**Signal wires on met1**

Cells faint in the background.
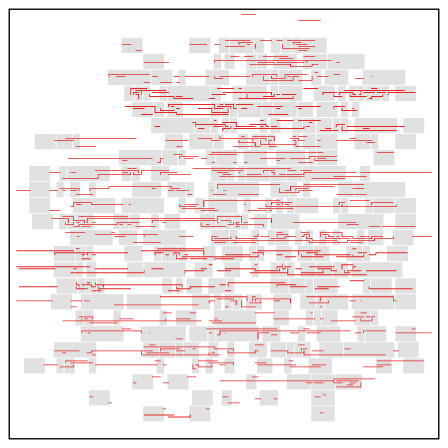
**Met2 routing**

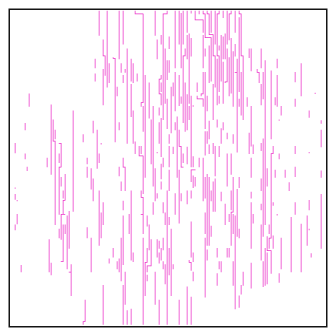
**Signal wires on met3**

Cells faint in the background.
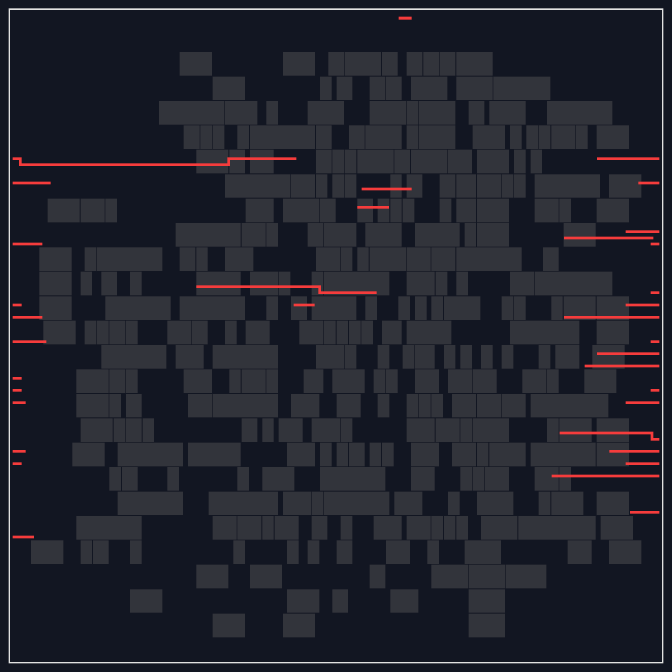
**Routing congestion map**

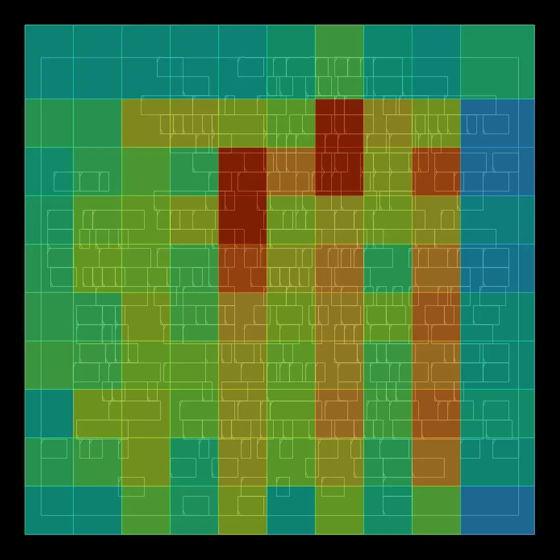
**Where the registers sit**

Bar = 20 um. Other sequential cells in the stronger gray, the rest of the logic in the fainter gray.
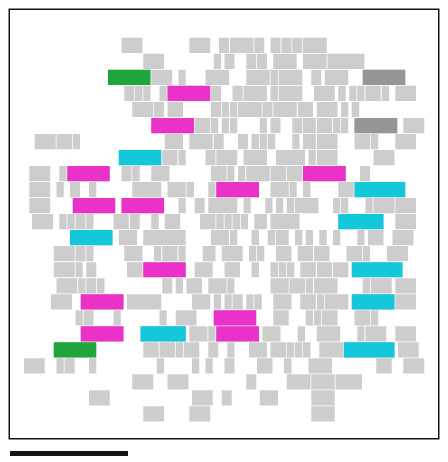
### config.mk
export PLATFORM = sky130hd
export DESIGN_NAME = sram_fault_model_entry
export DESIGN_NICKNAME = d
export VERILOG_FILES = /design/src/rtl/sram_fault_model_pkg.sv /design/src/rtl/sram_fault_model_entry.sv
export SDC_FILE = /design/constraint.sdc
export NUM_CORES = 1
export LEC_CHECK = 0
export ABC_AREA = 1
export ABC_CLOCK_PERIOD_IN_PS = 2080
export CELL_PAD_IN_SITES_DETAIL_PLACEMENT = 0
export CELL_PAD_IN_SITES_GLOBAL_PLACEMENT = 1
export CORE_MARGIN = 2
export CORE_UTILIZATION = 30
export DETAILED_ROUTE_END_ITERATION = 12
export PLACE_DENSITY = 0.9
export SYNTH_ARGS = -nofsm -noshare
export SYNTH_HDL_FRONTEND = slang
export SYNTH_SLANG_ARGS = --single-unit
### constraint.sdc
create_clock -name clk -period 2.08 [get_ports clk]
set_clock_uncertainty 0.2 [all_clocks]
set_input_delay 0.416 -clock clk [delete_from_list [all_inputs] [get_ports clk]]
set_output_delay 0.416 -clock clk [all_outputs]
set_load 0.005 [all_outputs]
### src/rtl/sram_fault_model_pkg.sv
// Shared definitions for the fault-injecting SRAM model: geometry, fault codes and the
// layout of one fault table entry.
package sram_fault_model_pkg;

    localparam int DW         = 4;
    localparam int AW         = 8;
    localparam int NUM_FAULTS = 4;
    localparam int HIT_W      = 16;
    localparam int IDX_W      = $clog2(NUM_FAULTS);
    localparam int BIT_W      = $clog2(DW);
    localparam int DEPTH      = 1 << AW;

    // Codes 5-7 are reserved and decode to "no fault".
    typedef enum logic [2:0] {
        FT_SA0    = 3'd0,
        FT_SA1    = 3'd1,
        FT_TF_UP  = 3'd2,
        FT_TF_DN  = 3'd3,
        FT_CF_INV = 3'd4,
        FT_RSV5   = 3'd5,
        FT_RSV6   = 3'd6,
        FT_RSV7   = 3'd7
    } faultType_e;

    typedef struct packed {
        logic                 en;
        faultType_e           ftype;
        logic [AW-1:0]        faultAddr;
        logic [BIT_W-1:0]     faultBit;
        logic [AW-1:0]        aggrAddr;
        logic [BIT_W-1:0]     aggrBit;
    } faultEntry_t;

    function automatic logic [DW-1:0] bitMask(input logic [BIT_W-1:0] b);
        bitMask    = '0;
        bitMask[b] = 1'b1;
    endfunction

endpackage

### src/rtl/sram_fault_model_entry.sv
// One fault table entry: holds its configuration and decodes per-bit masks against the
// current access address, plus the coupling-fault aggressor/victim description.
module sram_fault_model_entry
    import sram_fault_model_pkg::*;
(
    input  logic             clk,
    input  logic             rst,
    input  logic             load_i,
    input  faultEntry_t      cfg_i,
    input  logic [AW-1:0]    accAddr_i,
    output logic [DW-1:0]    sa0Mask_o,
    output logic [DW-1:0]    sa1Mask_o,
    output logic [DW-1:0]    tfUpMask_o,
    output logic [DW-1:0]    tfDnMask_o,
    output logic             cfAggrHit_o,
    output logic [BIT_W-1:0] aggrBit_o,
    output logic [AW-1:0]    victimAddr_o,
    output logic [BIT_W-1:0] victimBit_o
);

    faultEntry_t entry_q;
    faultEntry_t entry_d;

    logic          victimHit;
    logic [DW-1:0] victimSel;

    always_comb begin
        entry_d = entry_q;
        if (load_i) begin
            entry_d = cfg_i;
        end
    end

    // A freshly loaded entry only becomes visible to accesses from the following cycle.
    always_ff @(posedge clk) begin
        if (rst) begin
            entry_q <= '0;
        end else begin
            entry_q <= entry_d;
        end
    end

    always_comb begin
        victimHit   = entry_q.en && (entry_q.faultAddr == accAddr_i);
        victimSel   = bitMask(entry_q.faultBit);
        sa0Mask_o   = '0;
        sa1Mask_o   = '0;
        tfUpMask_o  = '0;
        tfDnMask_o  = '0;
        cfAggrHit_o = 1'b0;
        case (entry_q.ftype)
            FT_SA0:    if (victimHit) sa0Mask_o  = victimSel;
            FT_SA1:    if (victimHit) sa1Mask_o  = victimSel;
            FT_TF_UP:  if (victimHit) tfUpMask_o = victimSel;
            FT_TF_DN:  if (victimHit) tfDnMask_o = victimSel;
            // A cell coupled to itself is meaningless, so such entries stay inert.
            FT_CF_INV: cfAggrHit_o = entry_q.en
                                     && (entry_q.aggrAddr == accAddr_i)
                                     && (entry_q.aggrAddr != entry_q.faultAddr);
            default:   ;
        endcase
    end

    assign aggrBit_o    = entry_q.aggrBit;
    assign victimAddr_o = entry_q.faultAddr;
    assign victimBit_o  = entry_q.faultBit;

endmodule

==> metrics.yaml <==
outcome: "finished with violations"
violations: "negative setup slack"
worst-setup-path-type: "register to output pin"
critPathRequiredTime_ns: 1.46
r2r_cells: 13
seqPwrFrac: 0.448
h-tree-depth: 1
power_uw: 1150
clockPowerShare: 0.275
synth.distinct_cells: 20
startpoint_type: "register"
n_tap_cell: 52
rrSetupSlack_ns: 0.07
ctsHoldBuffers: 0
layout-drive-gt1-share: 0.308
crit_family: "simple AND/OR/NAND/NOR gates"
dpl.cell_count: 330
root_buffer: "clkbuf_8"
slowest_delay_ns: 0.38
logic_gate_count: 146
tightest_slew_ns: 0.308
initial_core_util: 0.318
clk_path_buf_depth: 2
worst_slack_ns: -0.184
grt_antenna_before_repair: 0
final_cells: 354
sh_comb_area: 0.333
powerComb_uw: 319
regToRegStartpoint: "victimAddr_o[0]"
io_pins: 64
avgSynthCellArea_um2: 6.73
nonClkBufAreaFrac: 0.381
grt_pass1_wl_mm: 6.30
swShare: 0.262
synthSimpleGateAreaFrac: 0.306
ys.flop_type: "dfxtp_1"
synth.most_common_cell: "nand2_1"
finalSetupTns_ns: -1.81
ys_top_logic_family: "simple AND/OR/NAND/NOR gates"
finalHoldViolCount: 0
worstPathCellList: "inv_2, nand2_1, nand2_1, nor2_1, nand2_1, nor2_4, nand3_2, buf_6, buf_6, nor2_4, buf_6"
whs_ns: 0.266
n_all_buffers: 106
finalCritPeriodShare: 1.09
yosysSeqAreaShare: 0.340
arrival_ns: 1.65
critPathCapture: "sa1Mask_o[1]"
drt_iter0_markers: 40
clock.fmax_mhz: 442
period_needed_ns: 2.26
top_power_group: "sequential cells"
syn-num-nets: 245
cts_tree: "yes"
nets: 338
synth-edff-count: 0
fillers: 432
seq_cells: 24
synth_flops: 24
power.density_mw_per_mm2: 470
critPathLaunch: "victimAddr_o[2]"
cp_num_buf_inv: 4
grt_pass1_vias: 1461
p_int_uw: 846
p_sw_uw: 301
cts_resized: 104
post-cts-setup-buffer-count: 19
yosysWarnings: 0
yosysCellCount: 210
post-place-ws_ns: -0.748
ir_worst_vdd_mv: 0.315
cap_viol_max_count: 0
endpoint_kind: "output pin"
largest_class: "buffers"
die_area_mm2: 0.00528
p_clk_uw: 315
ant_nets: 0
min_to: "aggrBit_o[1]"
setup_viol: 16
inverters: 22
first_pass_iters: 4
coreArea_mm2: 0.00444
final_common_cell: "nand2_1"
rsz0062_at_grt: "true"
grt_start_max_net_pins: 25
crit_slowest_cell: "dfxtp_4"
gp_congestion: 0.809
top_area_cell: "dfxtp_1"
ys_chip_area_mm2: 0.00141
path_clk_slew_ns: 0.08
ys_sh_xor: 0.0929
-- 'signal wires on met1' (at the start) --
- nets with wire on the layer: 298
- wire length on this layer: 1800 um
- share of all routed wire: 45%
Vias: 1532
Routed WL: 4.01 mm
met1 usage: 0.190

-- 'met2 routing' (at the start) --
- share of all routed wire: 50%
- nets with wire on the layer: 259
M2 GR Usage: 0.256

-- 'signal wires on met3' (at the start) --
- longest straight run: 23.2 um
- nets with wire on the layer: 32
- wire length on this layer: 177 um
Global Route met3 Usage: 0.0373

-- 'routing congestion map' (at the start) --
drt wl/cell: 11.3 um
global router's overall resource usage: 0.150
GRT busiest layer: met2

-- 'where the registers sit' (at the start) --
- cyan: victimAddr_o (flops 8)
- green: aggrBit_o (flops 2)
- magenta: entry_q (flops 12)
- not colored: 2
storage element area: 494 um^2
Seq power: 513 uW
register share of the cell area: 0.203
final core utilization: 0.549

[routing by layer]
metal  track usage  share of wire  wire length [um]  up-vias
met5             0              0                 0        -
met4        0.0329         0.0087                35        0
met3        0.0373          0.044               176        4
met2         0.256           0.50              2000       38
met1         0.190           0.45              1800      660
li1              -              -                 -      830
[kinds of logic (layout without fill, tap and decap cells)]
| logic type | count (synthesis) | in the layout |
|---|---|---|
| and+or+nand+nor | 103 | 103 |
| xor gates and xnor gates | 15 | 15 |
| buffers and inverters | 40 | 132 |
| AOI/OAI and AO/OA | 28 | 28 |
| DFF | 24 | 24 |
[state kept, by name (all words and copies together), names as in the netlist]
register,count
victimBit_o,2
aggrBit_o,2
entry_q,12
victimAddr_o,8
Power figures rest on the tool's default switching activity, not on a simulated workload.
